### config.mk
export PLATFORM = sky130hd
export DESIGN_NAME = tick_divider
export DESIGN_NICKNAME = d
export VERILOG_FILES = /design/src/rtl/tick_divider_pkg.sv /design/src/rtl/tick_divider_prescaler.sv /design/src/rtl/tick_divider.sv
export SDC_FILE = /design/constraint.sdc
export NUM_CORES = 1
export LEC_CHECK = 0
export CELL_PAD_IN_SITES_DETAIL_PLACEMENT = 1
export CELL_PAD_IN_SITES_GLOBAL_PLACEMENT = 1
export CORE_MARGIN = 2
export CORE_UTILIZATION = 45
export CTS_BUF_LIST = sky130_fd_sc_hd__clkbuf_4 sky130_fd_sc_hd__clkbuf_8
export CTS_CLUSTER_SIZE = 14
export DETAILED_ROUTE_END_ITERATION = 6
export GPL_ROUTABILITY_DRIVEN = 0
export PLACE_DENSITY = 0.79
export SYNTH_ARGS = -nofsm -noshare
export SYNTH_HDL_FRONTEND = slang
export SYNTH_SLANG_ARGS = --single-unit
### constraint.sdc
create_clock -name cmosClock -period 5.55 [get_ports cmosClock]
set_clock_uncertainty 0.15 [all_clocks]
set_input_delay 0.8325 -clock cmosClock [delete_from_list [all_inputs] [get_ports cmosClock]]
set_output_delay 0.8325 -clock cmosClock [all_outputs]
set_load 0.01 [all_outputs]
### src/rtl/tick_divider_pkg.sv
// Shared constants and elaboration-time helpers for the tick divider and the display blocks.
// The optional TICK_DIVIDER_SYNC_EN build adds an external phase-align input on the top level.
package tick_divider_pkg;

    localparam int DEF_CLOCK_HZ  = 32'sd100_000_000;
    localparam int DEF_TICK_HZ   = 32'sd2;
    localparam int DEF_MOD_COUNT = 32'sd60;

    function automatic int clog2(input int value);
        int result;
        int v;
        result = 32'sd0;
        v      = value - 32'sd1;
        while (v > 32'sd0) begin
            result = result + 32'sd1;
            v      = v >>> 1;
        end
        return result;
    endfunction

    // A divisor below one cycle per tick is meaningless, so clamp to 1.
    function automatic int default_div(input int clock_hz, input int tick_hz);
        int d;
        if (tick_hz < 32'sd1) begin
            d = 32'sd1;
        end else begin
            d = clock_hz / tick_hz;
        end
        if (d < 32'sd1) begin
            d = 32'sd1;
        end
        return d;
    endfunction

endpackage

### src/rtl/tick_divider_prescaler.sv
// Reloadable prescaler: holds the divisor, counts 0..div-1 and emits a registered one-cycle tick.
// tick_next is the combinational "tick lands next cycle" flag used by the top to update in step.
module tick_prescaler
    import tick_divider_pkg::*;
#(
    parameter int CNT_W       = 3,
    parameter int DEFAULT_DIV = 5
) (
    input  logic             clk,
    input  logic             reset,
    input  logic             clear,
    input  logic             enable,
    input  logic [CNT_W-1:0] div_value,
    input  logic             div_load,
    output logic             tick_next,
    output logic             tick
);

    logic [CNT_W-1:0] prescale_r;
    logic [CNT_W-1:0] div_r;
    logic             tick_r;

    // Terminal count while running; a load or clear in the same cycle suppresses the tick.
    always_comb begin
        tick_next = 1'b0;
        if (enable && !div_load && !clear && (prescale_r == (div_r - CNT_W'(1)))) begin
            tick_next = 1'b1;
        end else begin
            tick_next = 1'b0;
        end
    end

    // Prescale counter and divisor register; priority reset > clear > load > count > hold.
    always_ff @(posedge clk) begin
        if (reset) begin
            prescale_r <= {CNT_W{1'b0}};
            div_r      <= CNT_W'(DEFAULT_DIV);
            tick_r     <= 1'b0;
        end else if (clear) begin
            prescale_r <= {CNT_W{1'b0}};
            tick_r     <= 1'b0;
        end else if (div_load) begin
            prescale_r <= {CNT_W{1'b0}};
            tick_r     <= 1'b0;
            if (div_value != {CNT_W{1'b0}}) begin
                div_r <= div_value;
            end
        end else if (tick_next) begin
            prescale_r <= {CNT_W{1'b0}};
            tick_r     <= 1'b1;
        end else if (enable) begin
            prescale_r <= prescale_r + CNT_W'(1);
            tick_r     <= 1'b0;
        end else begin
            tick_r     <= 1'b0;
        end
    end

    assign tick = tick_r;

endmodule

### src/rtl/tick_divider.sv
// Tick divider top: prescaled tick, 50% square wave, modulo tick counter and wrap flag.
// Define TICK_DIVIDER_SYNC_EN to add syncIn, which phase-aligns everything to an external PPS.
module tick_divider
    import tick_divider_pkg::*;
#(
    parameter int CLOCK_HZ  = DEF_CLOCK_HZ,
    parameter int TICK_HZ   = DEF_TICK_HZ,
    parameter int MOD_COUNT = DEF_MOD_COUNT,
    parameter int CNT_W     = clog2(default_div(CLOCK_HZ, TICK_HZ) + 32'sd1),
    parameter int MOD_W     = clog2(MOD_COUNT)
) (
    input  logic             cmosClock,
    input  logic             reset,
`ifdef TICK_DIVIDER_SYNC_EN
    input  logic             syncIn,
`endif
    input  logic             enable,
    input  logic [CNT_W-1:0] divValue,
    input  logic             divLoad,
    output logic             tickPulse,
    output logic             clockOut,
    output logic [MOD_W-1:0] count,
    output logic             wrapPulse
);

    localparam int DEFAULT_DIV = default_div(CLOCK_HZ, TICK_HZ);
    localparam logic [MOD_W-1:0] LAST_COUNT = MOD_W'(MOD_COUNT - 32'sd1);

    logic             sync_s;
    logic             tick_next_s;
    logic             clock_r;
    logic [MOD_W-1:0] count_r;
    logic             wrap_r;

`ifdef TICK_DIVIDER_SYNC_EN
    assign sync_s = syncIn;
`else
    assign sync_s = 1'b0;
`endif

    tick_prescaler #(
        .CNT_W       (CNT_W),
        .DEFAULT_DIV (DEFAULT_DIV)
    ) u_prescaler (
        .clk       (cmosClock),
        .reset     (reset),
        .clear     (sync_s),
        .enable    (enable),
        .div_value (divValue),
        .div_load  (divLoad),
        .tick_next (tick_next_s),
        .tick      (tickPulse)
    );

    // Square wave, modulo counter and wrap flag advance in the same cycle the tick appears.
    always_ff @(posedge cmosClock) begin
        if (reset || sync_s) begin
            clock_r <= 1'b0;
            count_r <= {MOD_W{1'b0}};
            wrap_r  <= 1'b0;
        end else if (tick_next_s) begin
            clock_r <= ~clock_r;
            if (count_r == LAST_COUNT) begin
                count_r <= {MOD_W{1'b0}};
                wrap_r  <= 1'b1;
            end else begin
                count_r <= count_r + MOD_W'(1);
                wrap_r  <= 1'b0;
            end
        end else begin
            wrap_r <= 1'b0;
        end
    end

    assign clockOut  = clock_r;
    assign count     = count_r;
    assign wrapPulse = wrap_r;

endmodule
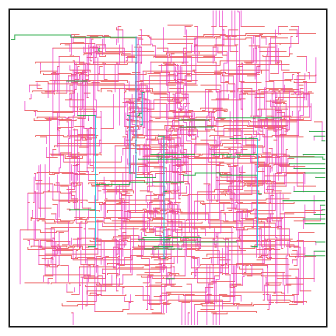
*Wiring by layer*
[red] metal 1 | wire length: 4940 µm
[cyan] metal 4 | wire length: 175 µm
[green] metal 3 | wire length: 383 µm
[magenta] metal 2 | wire length: 4640 µm
overall via count from detail_route: 3281
wire length per cell: 18.1 µm
global-route usage over all layers: 24.5%
DRT Wirelength: 10.1 mm

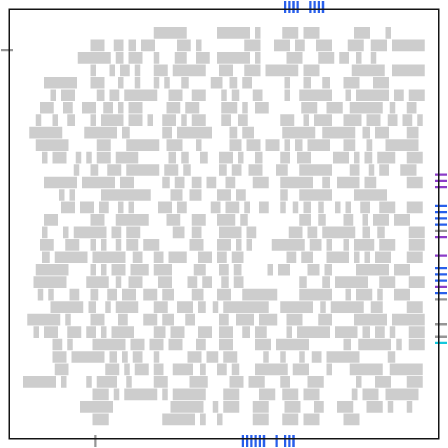
*Ports around the boundary*
Pins as bars across the die edge, other pins in gray.
[blue] divValue | pins: 26 | direction: input | edge: 10 bottom, 8 top, 8 right
[purple] count | pins: 6 | direction: output | edge: right
[cyan] divLoad | pins: 1 | direction: input | edge: right
all pins by edge: 19 right, 11 bottom, 8 top, 1 left
chip width: 93.4 µm
vertical die dimension: 93.4 µm

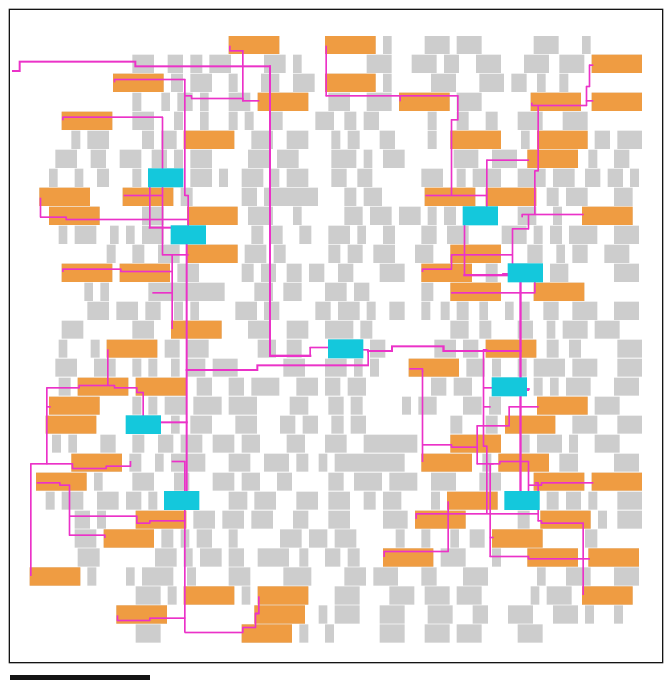
*Clock distribution*
Bar = 20 µm.
[magenta] clock wires | length: 910 µm
[cyan] clock drivers | count: 9
[orange] flip-flops | count: 61
routed clock nets: 10
clock insertion delay at the later pin of the skew report: 340 ps
total clock network power: 401 µW
Clk pwr share: 40.2%

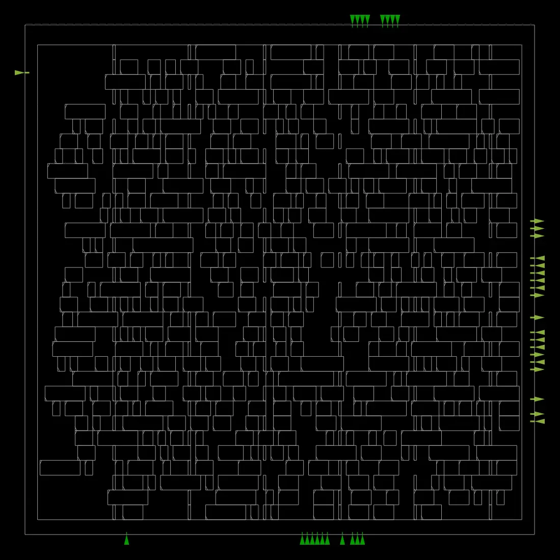
*Cell outlines without signal wires*
FP Rows: 32
final core area utilization: 54.6%
placeable core region: 7730 µm²
post-route non-filler standard cell count: 560
Filler Cells Inserted: 921

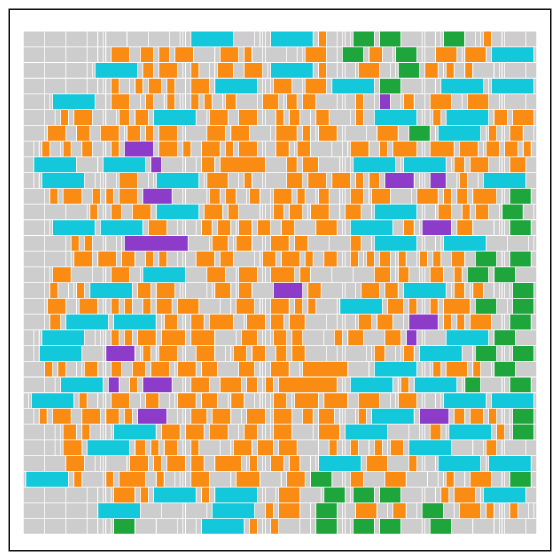
*Placement by cell class*
Fill, decap, tap and diode cells in gray.
[green] remaining buffers and delay cells | cells: 39 | share of their area: 9.5%
[cyan] sequential cells | cells: 61 | share of their area: 30%
[purple] clock drivers and dummy loads | cells: 16 | share of their area: 4.8%
[orange] combinational and other logic | cells: 342 | share of their area: 56%
register fraction of the total cell area: 28.9%
Design Area, Final: 4220 µm²

==> Table 3: Implementation characteristics <==
Summary of implementation characteristics

Parameter                              Value

Drt
  Total iterations of the first detailed-routing run    4
  Number of remaining DRC errors    0

Die
  Die Outline Area    8720 µm²

Power
  Reported sequential group power    474 µW
  Pwr/cell area    approximately 240 nW/µm²
  Gate power share    12.4%

Setup path
  Longest individual stage delay on the worst path    890 ps
  End point of the critical path    u_prescaler.prescale_r[6]$_SDFFE_PP0P_
  Chain of cells forming the critical path    inv_1 > ha_1 > nor4b_1 > nand4_1 > or4_1 > a21o_1 > a221o_1 > o31ai_4 > nor2_1
  Path depth of the worst reg2reg path    9
  Worst EP arrival    4260 ps
  Slack of the worst reg-to-reg path    1330 ps

Logic synthesis
  Total standard cell area after synthesis    3600 µm²
  Most frequent cell after synthesis    sky130_fd_sc_hd__dfxtp_1
  Number of synthesized flops with an enable pin    0
  Synth Area in Simple Gates    30.8%
  Top-area cell share    33.9%

Layout
  Number of nets in the layout    486
  Most frequently placed logic cells in the final layout    61 x sky130_fd_sc_hd__dfxtp_1, 54 x sky130_fd_sc_hd__nor2_1, 40 x sky130_fd_sc_hd__xnor2_1, 38 x sky130_fd_sc_hd__clkdlybuf4s50_1, 37 x sky130_fd_sc_hd__nand2_1
  Share of layout cells above drive strength 1    under 10%

Outcome
  Run status    finished, final reports clean
Power is estimated from default activity; no workload was simulated.
